<file path="src/rtl/mem_arbiter_if.sv">
// Bus bundle for mem_arbiter: fetch requester, load/store requester,
// shared memory port and status. The slave modport is the arbiter's view;
// the master modport is the requesters/memory side driving it.
interface mem_arbiter_if;
  logic        if_req;
  logic [31:0] if_addr;
  logic        if_gnt;
  logic        if_rvalid;
  logic [31:0] if_rdata;
  logic        if_err;

  logic        d_req;
  logic        d_we;
  logic [31:0] d_addr;
  logic [31:0] d_wdata;
  logic [3:0]  d_wstrb;
  logic        d_gnt;
  logic        d_rvalid;
  logic [31:0] d_rdata;
  logic        d_err;

  logic        mem_req;
  logic        mem_we;
  logic [31:0] mem_addr;
  logic [31:0] mem_wdata;
  logic [3:0]  mem_wstrb;
  logic        mem_ready;
  logic [31:0] mem_rdata;

  logic        busy;
  logic        owner;

  modport slave (
    input  if_req, if_addr,
    output if_gnt, if_rvalid, if_rdata, if_err,
    input  d_req, d_we, d_addr, d_wdata, d_wstrb,
    output d_gnt, d_rvalid, d_rdata, d_err,
    output mem_req, mem_we, mem_addr, mem_wdata, mem_wstrb,
    input  mem_ready, mem_rdata,
    output busy, owner
  );

  modport master (
    output if_req, if_addr,
    input  if_gnt, if_rvalid, if_rdata, if_err,
    output d_req, d_we, d_addr, d_wdata, d_wstrb,
    input  d_gnt, d_rvalid, d_rdata, d_err,
    input  mem_req, mem_we, mem_addr, mem_wdata, mem_wstrb,
    output mem_ready, mem_rdata,
    input  busy, owner
  );
endinterface

</file>
<file path="src/rtl/mem_arbiter.sv">
// Two-requester arbiter (instruction fetch + load/store) in front of a single
// memory port. One transaction at a time: IDLE grants, BUSY holds the latched
// request until mem_ready or a wait-cycle timeout.
// Optional macro MEM_ARB_RR_EN: resolve simultaneous requests round-robin
// instead of the default fixed data-over-fetch priority.
module mem_arbiter #(
  parameter int TIMEOUT_CYCLES = 16
) (
  input  logic         clk,
  input  logic         rst_n,
  mem_arbiter_if.slave bus
);

  typedef enum logic {
    IDLE = 1'b0,
    BUSY = 1'b1
  } state_t;

  localparam logic [7:0] TIMEOUT_LAST = 8'(TIMEOUT_CYCLES - 1);

  state_t      state;
  state_t      state_next;
  logic        owner;
  logic [7:0]  wait_cnt;
  logic        mem_we_q;
  logic [31:0] mem_addr_q;
  logic [31:0] mem_wdata_q;
  logic [3:0]  mem_wstrb_q;
  logic        if_rvalid_q;
  logic        d_rvalid_q;
  logic        if_err_q;
  logic        d_err_q;
  logic [31:0] if_rdata_q;
  logic [31:0] d_rdata_q;

  logic        grant_if;
  logic        grant_d;
  logic        tie_to_d;
  logic        done_ok;
  logic        done_abort;

`ifdef MEM_ARB_RR_EN
  logic last_winner;

  // Remember who won the latest grant (1 = data) so the next tie goes the other way.
  always_ff @(posedge clk) begin
    if (!rst_n) begin
      last_winner <= 1'b1;
    end else if (grant_if || grant_d) begin
      last_winner <= grant_d;
    end
  end

  assign tie_to_d = ~last_winner;
`else
  assign tie_to_d = 1'b1;
`endif

  // State register for the IDLE/BUSY controller.
  always_ff @(posedge clk) begin
    if (!rst_n) begin
      state <= IDLE;
    end else begin
      state <= state_next;
    end
  end

  // Grant selection in IDLE, completion/timeout detection in BUSY; grants are forced off in reset.
  always_comb begin
    state_next = state;
    grant_if   = 1'b0;
    grant_d    = 1'b0;
    done_ok    = 1'b0;
    done_abort = 1'b0;
    case (state)
      IDLE: begin
        if (rst_n) begin
          if (bus.d_req && (!bus.if_req || tie_to_d)) begin
            grant_d = 1'b1;
          end else if (bus.if_req) begin
            grant_if = 1'b1;
          end
          if (grant_if || grant_d) begin
            state_next = BUSY;
          end
        end
      end
      BUSY: begin
        if (bus.mem_ready) begin
          done_ok    = 1'b1;
          state_next = IDLE;
        end else if (wait_cnt == TIMEOUT_LAST) begin
          done_abort = 1'b1;
          state_next = IDLE;
        end
      end
      default: state_next = IDLE;
    endcase
  end

  // Latch the granted request, count wait cycles, and produce the one-cycle response pulse.
  always_ff @(posedge clk) begin
    if (!rst_n) begin
      owner       <= 1'b0;
      wait_cnt    <= 8'd0;
      mem_we_q    <= 1'b0;
      mem_addr_q  <= 32'd0;
      mem_wdata_q <= 32'd0;
      mem_wstrb_q <= 4'd0;
      if_rvalid_q <= 1'b0;
      d_rvalid_q  <= 1'b0;
      if_err_q    <= 1'b0;
      d_err_q     <= 1'b0;
      if_rdata_q  <= 32'd0;
      d_rdata_q   <= 32'd0;
    end else begin
      if_rvalid_q <= 1'b0;
      d_rvalid_q  <= 1'b0;
      if_err_q    <= 1'b0;
      d_err_q     <= 1'b0;
      if (grant_d) begin
        owner       <= 1'b1;
        wait_cnt    <= 8'd0;
        mem_we_q    <= bus.d_we;
        mem_addr_q  <= bus.d_addr;
        mem_wdata_q <= bus.d_wdata;
        mem_wstrb_q <= bus.d_wstrb;
      end else if (grant_if) begin
        owner       <= 1'b0;
        wait_cnt    <= 8'd0;
        mem_we_q    <= 1'b0;
        mem_addr_q  <= bus.if_addr;
        mem_wdata_q <= 32'd0;
        mem_wstrb_q <= 4'd0;
      end else if (state == BUSY) begin
        if (done_ok || done_abort) begin
          if (owner) begin
            d_rvalid_q <= 1'b1;
            d_err_q    <= done_abort;
            d_rdata_q  <= (done_abort || mem_we_q) ? 32'd0 : bus.mem_rdata;
          end else begin
            if_rvalid_q <= 1'b1;
            if_err_q    <= done_abort;
            if_rdata_q  <= done_abort ? 32'd0 : bus.mem_rdata;
          end
        end else begin
          wait_cnt <= wait_cnt + 8'd1;
        end
      end
    end
  end

  assign bus.if_gnt    = grant_if;
  assign bus.d_gnt     = grant_d;
  assign bus.if_rvalid = if_rvalid_q;
  assign bus.if_rdata  = if_rdata_q;
  assign bus.if_err    = if_err_q;
  assign bus.d_rvalid  = d_rvalid_q;
  assign bus.d_rdata   = d_rdata_q;
  assign bus.d_err     = d_err_q;
  assign bus.mem_req   = (state == BUSY);
  assign bus.mem_we    = mem_we_q;
  assign bus.mem_addr  = mem_addr_q;
  assign bus.mem_wdata = mem_wdata_q;
  assign bus.mem_wstrb = mem_wstrb_q;
  assign bus.busy      = (state == BUSY);
  assign bus.owner     = owner;

endmodule

</file>
<file path="src/flat_wrapper.sv">
// flat-port wrapper written by rule: the top's interface ports become plain ports
module mem_arbiter_flat 
#(
  parameter int TIMEOUT_CYCLES = 16
)
  (clk, rst_n, bus_if_req, bus_if_addr, bus_if_gnt, bus_if_rvalid, bus_if_rdata, bus_if_err, bus_d_req, bus_d_we, bus_d_addr, bus_d_wdata, bus_d_wstrb, bus_d_gnt, bus_d_rvalid, bus_d_rdata, bus_d_err, bus_mem_req, bus_mem_we, bus_mem_addr, bus_mem_wdata, bus_mem_wstrb, bus_mem_ready, bus_mem_rdata, bus_busy, bus_owner);
  mem_arbiter_if bus_i ();
  input  logic clk;
  input  logic rst_n;
  input wire logic [$bits(bus_i.if_req)-1:0] bus_if_req;
  input wire logic [$bits(bus_i.if_addr)-1:0] bus_if_addr;
  output wire logic [$bits(bus_i.if_gnt)-1:0] bus_if_gnt;
  output wire logic [$bits(bus_i.if_rvalid)-1:0] bus_if_rvalid;
  output wire logic [$bits(bus_i.if_rdata)-1:0] bus_if_rdata;
  output wire logic [$bits(bus_i.if_err)-1:0] bus_if_err;
  input wire logic [$bits(bus_i.d_req)-1:0] bus_d_req;
  input wire logic [$bits(bus_i.d_we)-1:0] bus_d_we;
  input wire logic [$bits(bus_i.d_addr)-1:0] bus_d_addr;
  input wire logic [$bits(bus_i.d_wdata)-1:0] bus_d_wdata;
  input wire logic [$bits(bus_i.d_wstrb)-1:0] bus_d_wstrb;
  output wire logic [$bits(bus_i.d_gnt)-1:0] bus_d_gnt;
  output wire logic [$bits(bus_i.d_rvalid)-1:0] bus_d_rvalid;
  output wire logic [$bits(bus_i.d_rdata)-1:0] bus_d_rdata;
  output wire logic [$bits(bus_i.d_err)-1:0] bus_d_err;
  output wire logic [$bits(bus_i.mem_req)-1:0] bus_mem_req;
  output wire logic [$bits(bus_i.mem_we)-1:0] bus_mem_we;
  output wire logic [$bits(bus_i.mem_addr)-1:0] bus_mem_addr;
  output wire logic [$bits(bus_i.mem_wdata)-1:0] bus_mem_wdata;
  output wire logic [$bits(bus_i.mem_wstrb)-1:0] bus_mem_wstrb;
  input wire logic [$bits(bus_i.mem_ready)-1:0] bus_mem_ready;
  input wire logic [$bits(bus_i.mem_rdata)-1:0] bus_mem_rdata;
  output wire logic [$bits(bus_i.busy)-1:0] bus_busy;
  output wire logic [$bits(bus_i.owner)-1:0] bus_owner;
  assign bus_i.if_req = bus_if_req;
  assign bus_i.if_addr = bus_if_addr;
  assign bus_if_gnt = bus_i.if_gnt;
  assign bus_if_rvalid = bus_i.if_rvalid;
  assign bus_if_rdata = bus_i.if_rdata;
  assign bus_if_err = bus_i.if_err;
  assign bus_i.d_req = bus_d_req;
  assign bus_i.d_we = bus_d_we;
  assign bus_i.d_addr = bus_d_addr;
  assign bus_i.d_wdata = bus_d_wdata;
  assign bus_i.d_wstrb = bus_d_wstrb;
  assign bus_d_gnt = bus_i.d_gnt;
  assign bus_d_rvalid = bus_i.d_rvalid;
  assign bus_d_rdata = bus_i.d_rdata;
  assign bus_d_err = bus_i.d_err;
  assign bus_mem_req = bus_i.mem_req;
  assign bus_mem_we = bus_i.mem_we;
  assign bus_mem_addr = bus_i.mem_addr;
  assign bus_mem_wdata = bus_i.mem_wdata;
  assign bus_mem_wstrb = bus_i.mem_wstrb;
  assign bus_i.mem_ready = bus_mem_ready;
  assign bus_i.mem_rdata = bus_mem_rdata;
  assign bus_busy = bus_i.busy;
  assign bus_owner = bus_i.owner;
  mem_arbiter #(.TIMEOUT_CYCLES(TIMEOUT_CYCLES)) u_core (.clk(clk), .rst_n(rst_n), .bus(bus_i));
endmodule
</file>
<file path="config.mk">
export PLATFORM = sky130hd
export DESIGN_NAME = mem_arbiter_flat
export DESIGN_NICKNAME = d
export VERILOG_FILES = /design/src/rtl/mem_arbiter_if.sv /design/src/rtl/mem_arbiter.sv /design/src/flat_wrapper.sv
export SDC_FILE = /design/constraint.sdc
export NUM_CORES = 1
export LEC_CHECK = 0
export CORE_UTILIZATION = 31
export DETAILED_ROUTE_END_ITERATION = 10
export PLACE_DENSITY = 0.76
export SYNTH_ARGS = -nofsm -noshare
export SYNTH_HDL_FRONTEND = slang
export SYNTH_SLANG_ARGS = --single-unit
</file>
<file path="constraint.sdc">
create_clock -name clk -period 1.4 [get_ports clk]
set_input_delay 0.21 -clock clk [delete_from_list [all_inputs] [get_ports clk]]
set_output_delay 0.21 -clock clk [all_outputs]
set_load 0.005 [all_outputs]
</file>
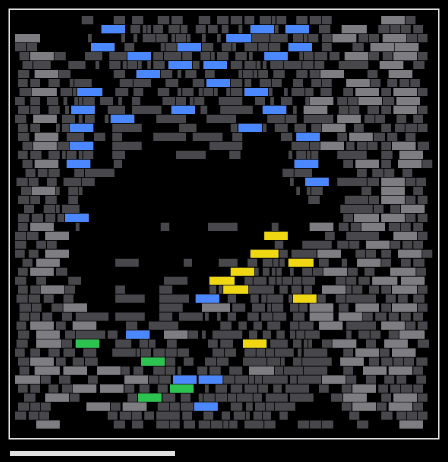
run_1/registers.png
Bar = 50 µm.
green -> u_core.bus.mem_wstrb  # sequential cells 4
yellow -> u_core.wait_cnt  # sequential cells 8
blue -> u_core.bus.mem_addr  # sequential cells 32
not coloured = 103

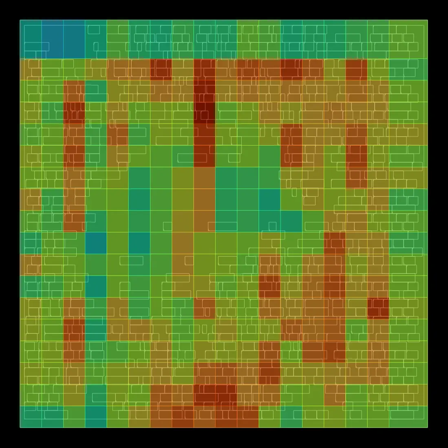
run_1/final_congestion.png
Global Route Usage Sum: 20.3%
met1 GRT Util: 22.5%
met3 usage: 7.14%

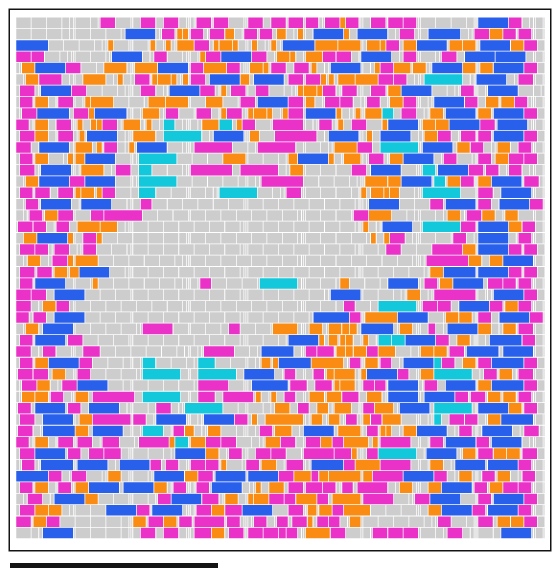
run_1/cell_classes.png
Bar = 50 µm. Fill, decap, tap and diode cells in grey.
blue -> flip-flops  # cells 147, share of their area 32%
magenta -> other buffers and delay cells  # cells 351, share of their area 38%
orange -> all other logic  # cells 281, share of their area 24%
cyan -> clock drivers and dummy loads  # cells 32, share of their area 5.9%

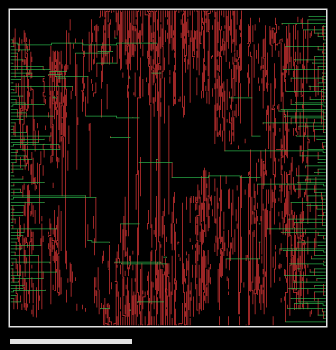
run_1/metal_stack.png
Bar = 50 µm. Two of the layers only.
green -> met3  # wire length 1680 µm
red -> met2  # wire length 9340 µm

==> CHANGELOG.md, run 1 <==
### Metrics

* Status: finished with violations
* Failing checks: negative setup slack
* Routed len/inst at 18.0 µm
* Area delta synth->final at 92.0%
* Synth unique cells at 42
* Flops after synth at 147
* Logic family by area: AND-OR/OR-AND gates
* Post CTS Setup Buffer Count at 12
* Via-to-Cell Ratio at 4.93
* WL met1 at 7200 µm
* Detailed Place HPWL at 11500 µm
* Met3 WL at 1680 µm
* Net switching power at 2.77 mW
* Power Dens Cells at 1100 nW/µm²
* Diodes inserted at 1
* Setup crit end: u_core.bus.d_rdata[18]
* Internal power at 7.83 mW
* Post-synth seq share at 58.4%
* Setup-failing EPs final at 101
* Slowest cell on crit path: dfxtp_2
* Clock skew at 0.00954 ns
* Site row count at 46
* Layout clock buffers at 18
* CP cell instances: ha_4 > and3_4 > a21o_4 > a31oi_4 > buf_12 > a22o_1
* Total power at 10.6 mW
* CP max FO at 32
* Logic pwr share at 16.8%
* Fin nets at 937
* CP Capture Type: flip-flop
* Delay of the slowest cell on the worst path at 0.34 ns
* Yosys stat chip area at 5040 µm²
* Critical Path Source Type: flip-flop
* Clock group total power at 4.31 mW
* Flip-flops at 147
* Yosys cell count at 467
* Syn Nets at 606
* Initial antenna violation count at 1
* Leading cell type by number of instances after synthesis: dfxtp_1
* Gate count after technology mapping at 467
* Hold Fails Final Rpt at 0
* Worst Setup SP: u_core.wait_cnt[1]
* Die area at 16800 µm²
* XOR/XNOR Area Share at 0.695%
* Buffering overhead at 37.0%
* Nonclk inv count at 2
* Worst r2r src: u_core.wait_cnt[1]
* Logic Gate Count at 279
* Max Cap Viol at 0
* Power Combinational at 1.78 mW
* Setup WS post-layout at -0.178 ns
* Synth cell count leaders: dfxtp_1, a22o_1, nand2_1
* Post-cts repair resize count at 195
* Hold Crit Endpoint: u_core.bus.mem_addr[20]
* Synth area leader: dfxtp_1
* Router iterations before antenna repair at 5
* Global-route wire length before repair at 25800 µm
* CTS tree: done
* Adder-cell share of the synthesized area at 0.248%
* Worst hold path depth at 3
* Final design utilization at 60.9%
* Root Driver: clkbuf_16
* Placeable Area at 15900 µm²
* Top cell category: non-clock buffers
* Leakage at 4.45 nW
* Worst vdd ir at 0.000750 V
* Met2 wire len at 9340 µm
* Most common logic cells in the final layout: dlygate4sd2_1, clkdlybuf4s50_1, dfxtp_1
* Dpl ws at -0.382 ns
* Number of buffers created by CTS at 17
* Relative slew margins at 74.1%
* Non-Filler Instances at 1028
* Crit Path Category: flip-flop to flip-flop
* Fraction of layout cells with a size suffix above 1 at 24.2%
* Most used flip-flop cell: dfxtp_1
* Clock Network Area Fraction at 5.74%
* R2R depth at 6
* Post-Synth Simple-Gate Area at 11.1%
* Register area at 2970 µm²
* Top power group: registers
* Setup_tns at -10.03 ns
* Final Max Slew Viols at 0
* MI comb area at 2280 µm²
* Crit path buffers/inverters at 1
* Most numerous logic cell after layout: dlygate4sd2_1
* Worst min-delay path category: input port to flip-flop
* # hold bufs at CTS at 0
* IO Count at 280
* Sw Ratio at 26.2%
* DRT antenna net count at 0
* Met2 usage at 35.5%
* Clock power frac at 40.6%
* Die width at 130 µm
* Sink Count at 147
* Clock tree buffer depth at 2
* Biggest area cells: dfxtp_1, a22o_1, a311oi_1
* Unrepaired setup endpoints after global routing: yes
* Post-synth EDFFs at 0
* Number of port buffers at 279
* Gr busiest metal: met2
run_1/density.png
The die is cut into 13 by 13 equal tiles; black is low, pale yellow is high, 0 to 100% covered.
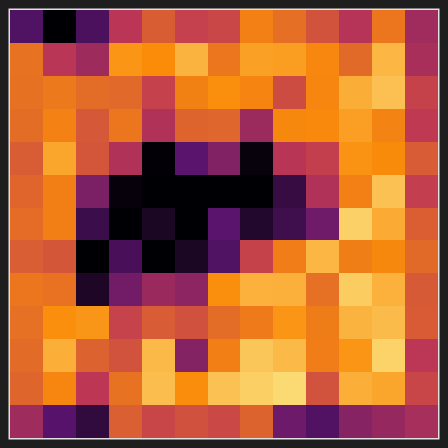

## Run 2: what changed since run 1
TNS_END_PERCENT = 30   (was default)
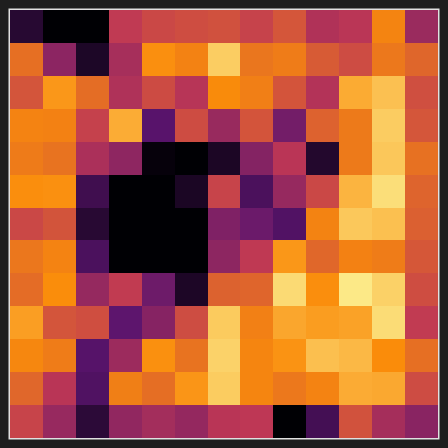
run_2/density.png
The die is cut into 13 by 13 equal tiles; black is low, pale yellow is high, 0 to 100% covered.
nearly empty tiles = 7.7%
emptiest ninth of the die = centre
mean over tiles = 54%
tiles over 75% full = 21%
fullest tile = 95%
final design utilization: 58.6%
Placeable Area: 15900 µm²

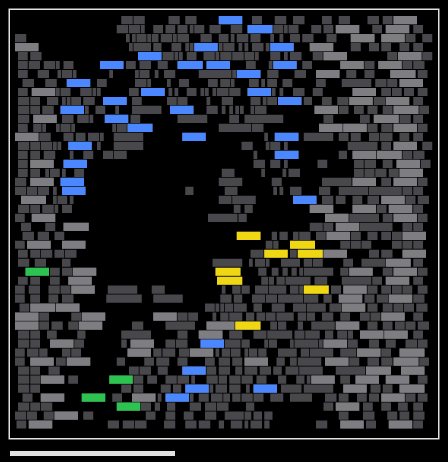
run_2/registers.png
Bar = 50 µm.
blue -> u_core.bus.mem_addr  # sequential cells 32
green -> u_core.bus.mem_wstrb  # sequential cells 4, where south-west
yellow -> u_core.wait_cnt  # sequential cells 8, where centre
not coloured = 103
sequential share of cell area: 31.9%
Power Sequential: 4.52 mW

==> CHANGELOG.md, run 2 <==
### Metrics

* Status: finished with violations
* Failing checks: negative setup slack
* Clock group total power at 4.44 mW
* Met2 usage at 34.8%
* Leakage at 4.29 nW
* IO Count at 280
* Nonclk inv count at 2
* Max Cap Viol at 0
* Delay of the slowest cell on the worst path at 0.34 ns
* Power Dens Cells at 1130 nW/µm²
* Syn Nets at 606
* CP Capture Type: flip-flop
* Global-route wire length before repair at 25000 µm
* Top power group: registers
* Setup WS post-layout at -0.174 ns
* Crit path max-delay family: AND-OR/OR-AND gates
* CTS tree: done
* Root Driver: clkbuf_16
* Net switching power at 2.63 mW
* Number of buffers created by CTS at 17
* Relative slew margins at 77.7%
* Diodes inserted at 0
* Detailed Place HPWL at 11500 µm
* Sequential share of power at 42.8%
* # hold bufs at CTS at 0
* Yosys stat chip area at 5040 µm²
* CP cell instances: nor4_4 > a21o_4 > a31oi_4 > buf_12 > clkbuf_16 > a22o_1
* Site row count at 46
* Layout clock buffers at 18
* Worst Setup SP: u_core.wait_cnt[7]
* Worst min-delay path category: input port to flip-flop
* Via-to-Cell Ratio at 4.86
* Adder-cell share of the synthesized area at 0.248%
* Worst r2r src: u_core.wait_cnt[7]
* Unrepaired setup endpoints after global routing: yes
* R2R depth at 6
* Synth cell count leaders: dfxtp_1, a22o_1, nand2_1
* Internal power at 7.92 mW
* Number of port buffers at 279
* Fraction of layout cells with a size suffix above 1 at 19.6%
* Sw Ratio at 24.9%
* Setup_tns at -7.35 ns
* Yosys cell count at 467
* Non-Filler Instances at 1026
* Clock power frac at 42.1%
* Die width at 130 µm
* Post-Synth Simple-Gate Area at 11.1%
* Initial antenna violation count at 0
* Setup crit end: u_core.bus.d_rdata[28]
* Setup-failing EPs final at 72
* Slowest cell on crit path: dfxtp_2
* Leading cell type by number of instances after synthesis: dfxtp_1
* Fin nets at 936
* Post-synth EDFFs at 0
* Clock skew at 0.0118 ns
* Crit Path Category: flip-flop to flip-flop
* XOR/XNOR Area Share at 0.695%
* Power Combinational at 1.59 mW
* Hold Fails Final Rpt at 0
* Router iterations before antenna repair at 4
* Final Max Slew Viols at 0
* Worst vdd ir at 0.000738 V
* Post-synth seq share at 58.4%
* Dpl ws at -0.448 ns
* DRT antenna net count at 0
* Most common logic cells in the final layout: dlygate4sd2_1, clkdlybuf4s50_1, dfxtp_1
* Post-cts repair resize count at 203
* Sink Count at 147
* Clock tree buffer depth at 2
* Logic Gate Count at 279
* Met2 wire len at 8720 µm
* Gate count after technology mapping at 467
* Critical Path Source Type: flip-flop
* Clock Network Area Fraction at 6.22%
* Most used flip-flop cell: dfxtp_1
* Flops after synth at 147
* Area delta synth->final at 84.6%
* Biggest area cells: dfxtp_1, a22o_1, a311oi_1
* Register area at 2970 µm²
* CP max FO at 8
* Via count at 4983
* WL met1 at 6730 µm
* Met3 usage at 7.43%
* Top cell category: non-clock buffers
* Post CTS Setup Buffer Count at 16
* Total power at 10.6 mW
* Most numerous logic cell after layout: dlygate4sd2_1
* Logic family by area: AND-OR/OR-AND gates
* Hold Crit Endpoint: u_core.bus.mem_addr[11]
* MI comb area at 2050 µm²
* Synth unique cells at 42
* Buffering overhead at 36.9%
* HP Start: bus_d_addr[11]
* Crit path buffers/inverters at 2
* Logic pwr share at 15.1%
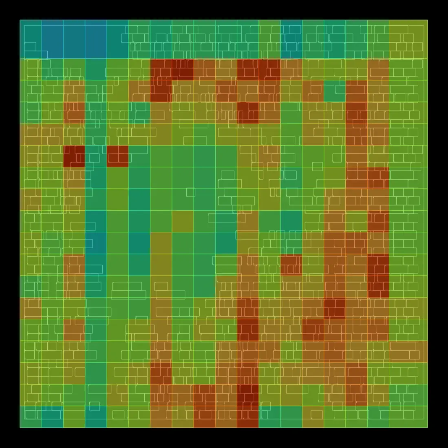
run_2/final_congestion.png
routed len/inst: 16.8 µm
Global Route Usage Sum: 19.7%
gr busiest metal: met2

run_2/metal_stack.png
Bar = 50 µm. Two of the layers only.
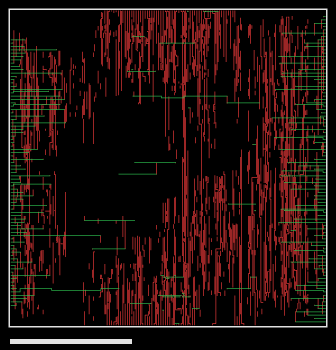

## Run 3: what changed since run 2
CAP_MARGIN = 20   (was default)
SKIP_LAST_GASP = 1   (was default)
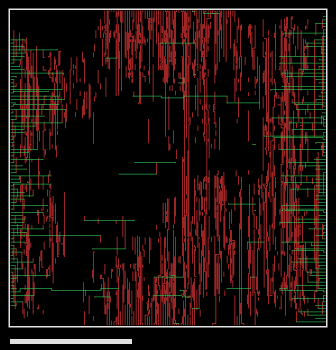
run_3/metal_stack.png
Bar = 50 µm. Two of the layers only.
red -> met2  # wire length 8560 µm
green -> met3  # wire length 1590 µm

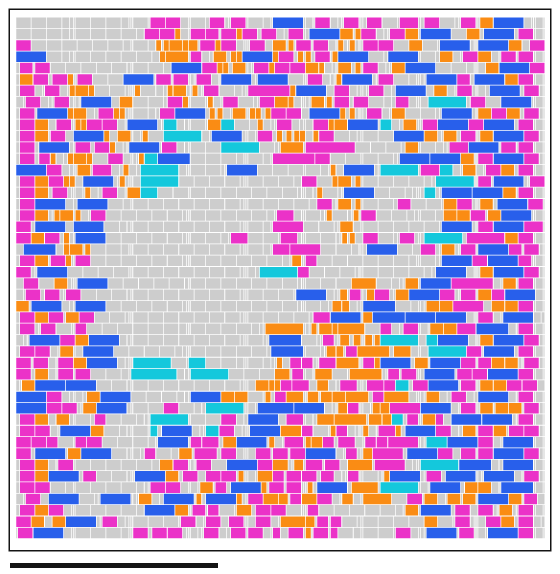
run_3/cell_classes.png
Bar = 50 µm. Fill, decap, tap and diode cells in grey.
cyan -> clock drivers and dummy loads  # cells 32, share of their area 6.4%
blue -> flip-flops  # cells 147, share of their area 32%
orange -> all other logic  # cells 281, share of their area 23%
magenta -> other buffers and delay cells  # cells 345, share of their area 39%
sequential share of cell area: 31.5%
site row count: 46

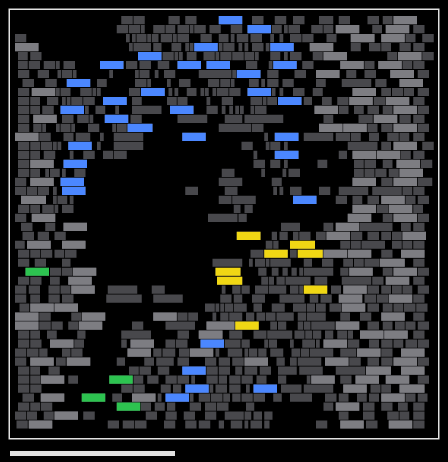
run_3/registers.png
Bar = 50 µm.
blue -> u_core.bus.mem_addr  # sequential cells 32
green -> u_core.bus.mem_wstrb  # sequential cells 4, where south-west
yellow -> u_core.wait_cnt  # sequential cells 8, where centre
not coloured = 103
register area: 2960 µm²
final design utilization: 59.1%

==> CHANGELOG.md, run 3 <==
### Metrics

* Global Route Usage Sum at 19.6%
* Max Cap Viol at 0
* Logic Gate Count at 279
* Flops after synth at 147
* Layout clock buffers at 18
* Delay of the slowest cell on the worst path at 0.33 ns
* IO Count at 280
* Die width at 130 µm
* Global-route wire length before repair at 24900 µm
* MI comb area at 2050 µm²
* Non-Filler Instances at 1021
* Clock power frac at 41.6%
* Top cell category: non-clock buffers
* Power Dens Cells at 1130 nW/µm²
* Clock tree buffer depth at 2
* Via-to-Cell Ratio at 4.85
* Post-cts repair resize count at 63
* Sw Ratio at 24.6%
* Placeable Area at 15900 µm²
* Power Combinational at 1.70 mW
* Yosys cell count at 467
* Initial antenna violation count at 0
* Root Driver: clkbuf_16
* Clock Network Area Fraction at 6.17%
* CP cell instances: ha_4 > and3_4 > a21o_4 > a21oi_4 > clkbuf_16 > a22o_1
* Sink Count at 147
* Routed len/inst at 16.7 µm
* # hold bufs at CTS at 0
* Sequential share of power at 42.5%
* Relative slew margins at 78.4%
* Worst r2r src: u_core.wait_cnt[1]
* Top power group: registers
* Hold Crit Endpoint: u_core.bus.mem_addr[9]
* Failing checks: negative setup slack
* Slowest cell on crit path: dfxtp_2
* CTS tree: done
* Flip-flops at 147
* Internal power at 8.03 mW
* Worst vdd ir at 0.000737 V
* Number of buffers created by CTS at 17
* Met2 usage at 34.5%
* Die area at 16800 µm²
* Most common logic cells in the final layout: clkdlybuf4s50_1, dfxtp_1, a22o_1
* Adder-cell share of the synthesized area at 0.248%
* CP Capture Type: flip-flop
* Post-synth EDFFs at 0
* Syn Nets at 606
* CP max FO at 16
* Worst min-delay path category: input port to flip-flop
* Total power at 10.6 mW
* Gate count after technology mapping at 467
* Dpl ws at -0.448 ns
* Crit path buffers/inverters at 1
* Setup-failing EPs final at 192
* Router iterations before antenna repair at 5
* Post-Synth Simple-Gate Area at 11.1%
* Met3 usage at 7.31%
* Crit path max-delay family: AND-OR/OR-AND gates
* Logic pwr share at 15.9%
* Diodes inserted at 0
* Met3 WL at 1590 µm
* Crit Path Category: flip-flop to flip-flop
* Met1 GRT Util at 21.4%
* Yosys stat chip area at 5040 µm²
* Hold Fails Final Rpt at 0
* Gr busiest metal: met2
* Setup WS post-layout at -0.206 ns
* XOR/XNOR Area Share at 0.695%
* DRT antenna net count at 0
* Number of port buffers at 279
* Post-synth seq share at 58.4%
* Critical Path Source Type: flip-flop
* Status: finished with violations
* Fin nets at 931
* Setup crit end: u_core.bus.if_rdata[16]
* Power Sequential at 4.52 mW
* Via count at 4950
* Synth cell count leaders: dfxtp_1, a22o_1, nand2_1
* Net switching power at 2.62 mW
* HP Start: bus_if_addr[9]
* Clock skew at 0.0108 ns
* Unrepaired setup endpoints after global routing: yes
* Detailed Place HPWL at 11500 µm
* Nonclk inv count at 2
* Met2 wire len at 8560 µm
* Most used flip-flop cell: dfxtp_1
No activity file was given, so power comes from the tool's default toggle rates.
